**src/rtl/frame_pkg.sv**
```systemverilog
// Shared types and default geometry for the frame writer.
package frame_pkg;

  localparam int unsigned DEF_IMG_W = 64;
  localparam int unsigned DEF_IMG_H = 64;
  localparam int unsigned DEF_PIX_W = 8;

  localparam int unsigned INT_W      = DEF_IMG_W - 2;
  localparam int unsigned INT_H      = DEF_IMG_H - 2;
  localparam int unsigned BORDER_CNT = 2 * DEF_IMG_W + 2 * (DEF_IMG_H - 2);

  typedef enum logic [1:0] {IDLE, RUN, FILL, DONE} fw_state_t;

endpackage

```
**src/rtl/border_scanner.sv**
```systemverilog
// Walks the frame border in fill order: top row, then left/right pairs, then bottom row.
module border_scanner #(
  parameter int unsigned IMG_W  = 64,
  parameter int unsigned IMG_H  = 64,
  parameter int unsigned ADDR_W = 12
) (
  input  logic              clk,
  input  logic              rst,
  input  logic              start,
  input  logic              step,
  output logic [ADDR_W-1:0] addr,
  output logic              last
);

  localparam int unsigned CW = $clog2(IMG_W);
  localparam int unsigned RW = $clog2(IMG_H);
  localparam logic [CW-1:0] COL_END = CW'(IMG_W - 1);
  localparam logic [RW-1:0] ROW_END = RW'(IMG_H - 1);

  logic [CW-1:0]     col_q, col_d;
  logic [RW-1:0]     row_q, row_d;
  logic [ADDR_W-1:0] addr_q, addr_d;
  logic              edge_row;

  assign edge_row = (row_q == '0) || (row_q == ROW_END);

  always_comb begin
    col_d  = col_q;
    row_d  = row_q;
    addr_d = addr_q + ADDR_W'(1);
    if (edge_row) begin
      if (col_q == COL_END) begin
        col_d = '0;
        row_d = row_q + RW'(1);
      end else begin
        col_d = col_q + CW'(1);
      end
    end else if (col_q == '0) begin
      // Jump straight across the interior to the right-hand border pixel.
      col_d  = COL_END;
      addr_d = addr_q + ADDR_W'(IMG_W - 1);
    end else begin
      col_d = '0;
      row_d = row_q + RW'(1);
    end
  end

  always_ff @(posedge clk) begin
    if (rst || start) begin
      col_q  <= '0;
      row_q  <= '0;
      addr_q <= '0;
    end else if (step) begin
      col_q  <= col_d;
      row_q  <= row_d;
      addr_q <= addr_d;
    end
  end

  assign addr = addr_q;
  assign last = (row_q == ROW_END) && (col_q == COL_END);

endmodule

```
**src/rtl/frame_writer.sv**
```systemverilog
// Writes the raster stream of interior filter results into an IMG_W x IMG_H frame memory.
// Optional border zero-fill is enabled with FRAME_WRITER_BORDER_FILL_EN.
module frame_writer
  import frame_pkg::*;
#(
  parameter int unsigned IMG_W  = DEF_IMG_W,
  parameter int unsigned IMG_H  = DEF_IMG_H,
  parameter int unsigned PIX_W  = DEF_PIX_W,
  parameter int unsigned ADDR_W = 12
) (
  input  logic              i_clk,
  input  logic              i_rst,
  input  logic              i_start,
  input  logic              i_enb,
  input  logic [PIX_W-1:0]  i_data,
  output logic              o_wr_en,
  output logic [ADDR_W-1:0] o_wr_addr,
  output logic [PIX_W-1:0]  o_wr_data,
  output logic              o_busy,
  output logic              o_done,
  output logic              o_overrun
);

  localparam int unsigned CW = $clog2(IMG_W);
  localparam int unsigned RW = $clog2(IMG_H);
  localparam logic [CW-1:0]     COL_LAST = CW'(IMG_W - 3);
  localparam logic [RW-1:0]     ROW_LAST = RW'(IMG_H - 3);
  localparam logic [ADDR_W-1:0] BASE0    = ADDR_W'(IMG_W + 1);
  localparam logic [ADDR_W-1:0] ROW_STEP = ADDR_W'(IMG_W);

  fw_state_t         state_q, state_d;
  logic [CW-1:0]     col_q, col_d;
  logic [RW-1:0]     row_q, row_d;
  // Address of interior pixel (row+1, 1); advanced by IMG_W per row instead of multiplying.
  logic [ADDR_W-1:0] base_q, base_d;
  logic              wr_en_q, wr_en_d;
  logic [ADDR_W-1:0] wr_addr_q, wr_addr_d;
  logic [PIX_W-1:0]  wr_data_q, wr_data_d;
  logic              overrun_q, overrun_d;
  logic              done_q, done_d;

`ifdef FRAME_WRITER_BORDER_FILL_EN
  logic [ADDR_W-1:0] scan_addr;
  logic              scan_last;

  border_scanner #(
    .IMG_W  (IMG_W),
    .IMG_H  (IMG_H),
    .ADDR_W (ADDR_W)
  ) u_border_scanner (
    .clk   (i_clk),
    .rst   (i_rst),
    .start ((state_q == IDLE) && i_start),
    .step  (state_q == FILL),
    .addr  (scan_addr),
    .last  (scan_last)
  );
`endif

  always_comb begin
    state_d   = state_q;
    col_d     = col_q;
    row_d     = row_q;
    base_d    = base_q;
    wr_en_d   = 1'b0;
    wr_addr_d = wr_addr_q;
    wr_data_d = wr_data_q;
    overrun_d = overrun_q;
    done_d    = 1'b0;

    case (state_q)
      IDLE: begin
        if (i_start) begin
          state_d   = RUN;
          col_d     = '0;
          row_d     = '0;
          base_d    = BASE0;
          overrun_d = 1'b0;
        end
      end
      RUN: begin
        if (i_enb) begin
          wr_en_d   = 1'b1;
          wr_addr_d = base_q + ADDR_W'(col_q);
          wr_data_d = i_data;
          if (col_q == COL_LAST) begin
            col_d  = '0;
            row_d  = row_q + RW'(1);
            base_d = base_q + ROW_STEP;
            if (row_q == ROW_LAST) begin
`ifdef FRAME_WRITER_BORDER_FILL_EN
              state_d = FILL;
`else
              state_d = DONE;
`endif
            end
          end else begin
            col_d = col_q + CW'(1);
          end
        end
      end
      FILL: begin
`ifdef FRAME_WRITER_BORDER_FILL_EN
        wr_en_d   = 1'b1;
        wr_addr_d = scan_addr;
        wr_data_d = '0;
        if (scan_last) begin
          state_d = DONE;
        end
`else
        state_d = DONE;
`endif
      end
      DONE: begin
        state_d = IDLE;
        done_d  = 1'b1;
      end
      default: state_d = IDLE;
    endcase

    // Pixels arriving outside RUN are dropped and flagged.
    if (i_enb && (state_q != RUN)) begin
      overrun_d = 1'b1;
    end
  end

  always_ff @(posedge i_clk) begin
    if (i_rst) begin
      state_q   <= IDLE;
      col_q     <= '0;
      row_q     <= '0;
      base_q    <= '0;
      wr_en_q   <= 1'b0;
      wr_addr_q <= '0;
      wr_data_q <= '0;
      overrun_q <= 1'b0;
      done_q    <= 1'b0;
    end else begin
      state_q   <= state_d;
      col_q     <= col_d;
      row_q     <= row_d;
      base_q    <= base_d;
      wr_en_q   <= wr_en_d;
      wr_addr_q <= wr_addr_d;
      wr_data_q <= wr_data_d;
      overrun_q <= overrun_d;
      done_q    <= done_d;
    end
  end

  assign o_wr_en   = wr_en_q;
  assign o_wr_addr = wr_addr_q;
  assign o_wr_data = wr_data_q;
  assign o_busy    = (state_q != IDLE);
  assign o_done    = done_q;
  assign o_overrun = overrun_q;

endmodule

```
**config.mk**
```make
export PLATFORM = sky130hd
export DESIGN_NAME = frame_writer
export DESIGN_NICKNAME = d
export VERILOG_FILES = /design/src/rtl/frame_pkg.sv /design/src/rtl/border_scanner.sv /design/src/rtl/frame_writer.sv
export SDC_FILE = /design/constraint.sdc
export NUM_CORES = 1
export LEC_CHECK = 0
export ABC_AREA = 1
export CAP_MARGIN = 25
export CORE_UTILIZATION = 40
export DETAILED_ROUTE_END_ITERATION = 10
export PLACE_DENSITY = 0.73
export SYNTH_ARGS = -nofsm -noshare
export SYNTH_HDL_FRONTEND = slang
export SYNTH_HIERARCHICAL = 1
export SYNTH_SLANG_ARGS = --single-unit
```
**constraint.sdc**
```tcl
create_clock -name i_clk -period 2.1 [get_ports i_clk]
set_input_delay 0.63 -clock i_clk [delete_from_list [all_inputs] [get_ports i_clk]]
set_output_delay 0.63 -clock i_clk [all_outputs]
set_load 0.02 [all_outputs]
```
==> images/layers.png <==
Drawn at 4 px/um. Only two layers are drawn.
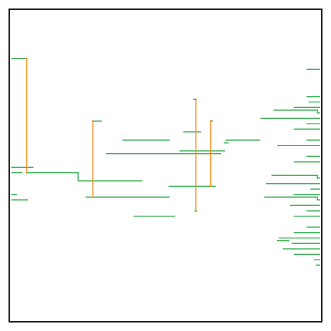
Key: green = M3 [wire length 341 um]; orange = M4 [wire length 91.8 um]
gr usage total: 17.31%
drt total wl: 4834 um
Avg WL per Cell: 11.06 um

==> images/m1.png <==
Drawn at 4 px/um. Supply wires on this layer in grey.
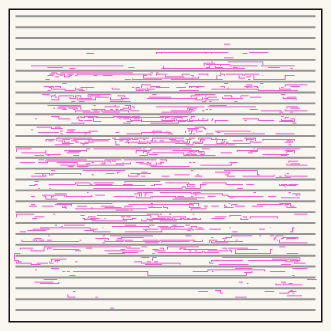
The wires run mostly horizontal. The layer carries 2350 um of wire.
met1 usage in global routing: 22.54%
via count: 2068

==> images/congestion_map.png <==
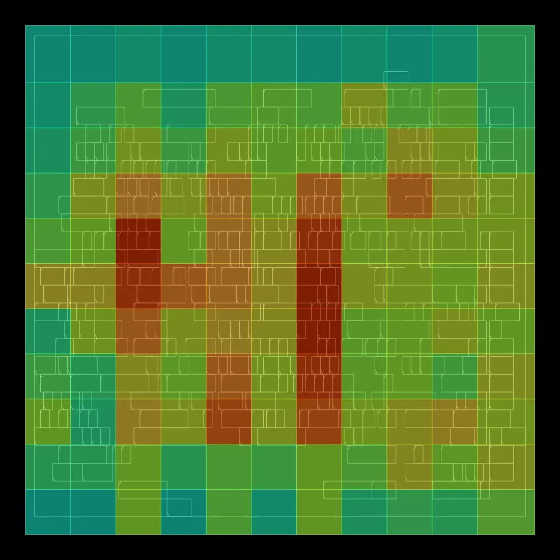
grt peak-use layer: met2
Final Core Density: 52.10%
met3 usage: 4.118%

==> images/closeup.png <==
Window x 24 to 54, y 39 to 69 um. Cells in grey, sequential cells in the stronger grey; small squares are vias.
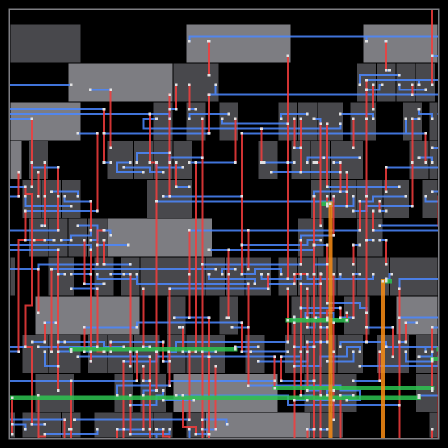
Key: red = M2; orange = M4; blue = M1; green = M3
Most frequent: nand2_1 (25), nor2_1 (13), nand3_1 (11). Sequential cells in the window: 8. 89 logic cells have their middle in the window. Netlist names of flops here include `base_q` (6).

==> images/gates.png <==
Drawn at 6 px/um.
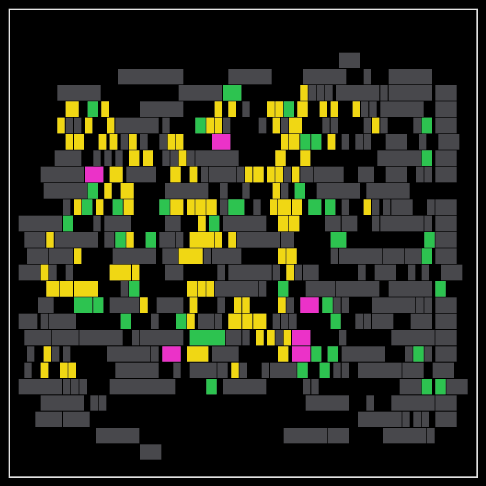
Key: yellow = nand cells [cells 97, most used nand2_1]; magenta = xor and xnor cells [cells 6, most used xor2_1]; green = aoi and oai cells [cells 41, most used o21ai_0]

==> impl_metrics.env <==
# source this file to load flow results
export IMPL_finalCriticalPeriod_ns=1.993
export IMPL_cp_common_cell="inv_1"
export IMPL_p_leak_nw=1.201
export IMPL_drc=0
export IMPL_tightest_slew_ns=0.3857
export IMPL_ios=36
export IMPL_portBuffers=35
export IMPL_reg2reg_from="state_q[1]"
export IMPL_async_flop_share_pct=0
export IMPL_syn_avg_cell_area_sq_um=7.104
export IMPL_ir_drop_uv=692.7
export IMPL_grt_pass1_vias=1836
export IMPL_ys_seq_share_pct=38.39
export IMPL_layout_drive_gt1_share_pct=9.041
export IMPL_outcome="finished, final reports clean"
export IMPL_cp_end_kind="output port"
export IMPL_drt_first_pass_iters=4
export IMPL_grt_max_degree=20
export IMPL_die_h_um=77.74
export IMPL_antenna_found_initial=0
export IMPL_place_congestion=0.8329
export IMPL_yosysTopAreaCellShare_pct=38.39
export IMPL_slowest_delay_ns=0.39
export IMPL_setup_violations=0
export IMPL_path_clk_slew_ns=0.08
export IMPL_globalRouteOverflowTotal=0
export IMPL_worstSetupPathType="reg2out"
export IMPL_clock_skew_ns=0.006688
export IMPL_diodes=0
export IMPL_ys_types=32
export IMPL_cts_buffers=5
export IMPL_syn_instance_count=323
export IMPL_finalSetupTns_ns=0
export IMPL_max_clock_freq_mhz=501.7
export IMPL_root_buffer="clkbuf_8"
export IMPL_area_leaders="dfxtp_1 38%, nor2_1 11%, nand2_1 10%"
export IMPL_clk_latency_ns=0.30
export IMPL_common_cells="65 x nor2_1, 63 x nand2_1, 44 x dfxtp_1, 38 x inv_1, 23 x o21ai_0"
export IMPL_path_cells="inv_1, ha_1, inv_1, dlygate4sd2_1"
export IMPL_drtAntennaViolNets=0
export IMPL_yosys_area_sq_um=2295
export IMPL_final_area_sq_um=2869
export IMPL_drt_iter0_markers=111
export IMPL_drv_slew=0
export IMPL_slew_headroom_pct=74.29
export IMPL_floorplan_nets=347
export IMPL_final_net_count=389
export IMPL_flop_cell="dfxtp_1"
export IMPL_syn_area_sq_um=2295
export IMPL_cts_tree="built"
export IMPL_clkSinkCount=44
export IMPL_finalClockPeriodUsage_pct=94.91
export IMPL_crit_required_ns=1.47
export IMPL_top_area_cell="dfxtp_1"
export IMPL_row_count=27
export IMPL_hold_class="reg2reg"
export IMPL_syn2layout_area_growth_pct=25.03
export IMPL_dp_hpwl_um=3553
export IMPL_avgViaCountPerCell=4.732
export IMPL_h_tree_depth=2
export IMPL_yosys_warnings=6
export IMPL_edf_count=0
export IMPL_hp_start="o_overrun"
export IMPL_coreArea_sq_um=5507
export IMPL_postPlaceCellArea_sq_um=2741
export IMPL_cts_path_max_buffers=2
export IMPL_ys_ff=44
export IMPL_grt_pass1_wl_um=8300
export IMPL_nFillCells=527
export IMPL_synth_top_cell_by_count="nor2_1"
export IMPL_placedCellCount=430
export IMPL_instances_no_fill=437
export IMPL_maxCapViolations=0
export IMPL_warning_count=32
export IMPL_startpoint_type="flip-flop"
export IMPL_die_area_sq_um=6044
[where the power goes]
group	internal (mW)	leakage (nW)	switching, mW
clock	0.468	0.0642	0.282
combinational	0.569	0.778	0.855
sequential	1.00	0.359	0.135
[final cells by class]
class / instances / area, sq um / share of cell area [%]
well taps: 72 / 90.09 / 3.140
repair buffers: 45 / 424.2 / 14.78
inverters: 41 / 158.9 / 5.539
clock inverters: 2 / 60.06 / 2.093
multi-input cells: 228 / 1186 / 41.34
clock buffers: 5 / 68.82 / 2.399
flip-flops and latches: 44 / 880.8 / 30.70
[worst paths after layout]
path | endpoint | slack [ns] | cells after the start
max | o_busy | 0.11 | 4
min | o_overrun | 0.47 | 2
max reg2reg | o_wr_data[0] | 0.37 | 7
min reg2reg | o_overrun | 0.47 | 2
[critical path: cells and delay by family, from the launching register on]
| kind | cells | cell delay (ns) |
|---|---|---|
| flip-flops | 1 | 0.39 |
| buffers and inverters | 3 | 0.46 |
| adder cells (fa/ha/maj) | 1 | 0.21 |
[metal layers]
layer | GRT usage [%] | part of all wire, % | vias to the layer above
li1 | - | - | 1103
met2 | 27.52 | 42 | 58
met4 | 6.604 | 1.9 | 0
met5 | 0 | 0 | -
met3 | 4.118 | 7.1 | 8
met1 | 22.54 | 49 | 899
[cells by family after synthesis]
logic type | count (synthesis) | synth area share (%)
buf+inv | 51 | 9.924
compound gates | 41 | 10.03
fa+ha+maj | 12 | 6.543
simple gates | 169 | 32.82
xor+xnor | 6 | 2.290
flops | 44 | 38.39
[cell usage in the layout (no fill, tap or decap), types with 3 or more instances in the layout]
cell type,count
clkdlybuf4s50_1,34
o21ai_0,23
ha_1,12
buf_4,10
xor2_1,4
nand2_2,3
dfxtp_1,44
a21oi_1,11
nor2_1,65
inv_1,38
nand3_1,19
nand4_1,7
nand2_1,63
clkbuf_8,5
nand2_4,3
[sequential cells by signal, summed over array words and instances, names as in the netlist]
name,count
base_q,7
state_q,2
o_overrun,1
o_wr_addr,12
col_q,6
o_done,1
o_wr_data,8
o_wr_en,1
row_q,6
[repair_timing]
item                                    4_1_cts  5_1_grt
buffers inserted                              0        0
endpoints found under the setup margin        1        0
resized                                       1        0
hold buffers                                  0        0
[stage by stage]
stage	worst slack, ns	hold slack (ns)	power (mW)
6_report	0.1069	0.4675	3.308
3_3_place_gp	0.1100	0.4539	2.574
2_1_floorplan	0.6158	0.4523	2.112
4_1_cts	0.08873	0.4746	3.344
3_5_place_dp	0.05395	0.4560	2.590
5_1_grt	0.04065	0.5095	3.560
Power and IR drop assume default switching activity.
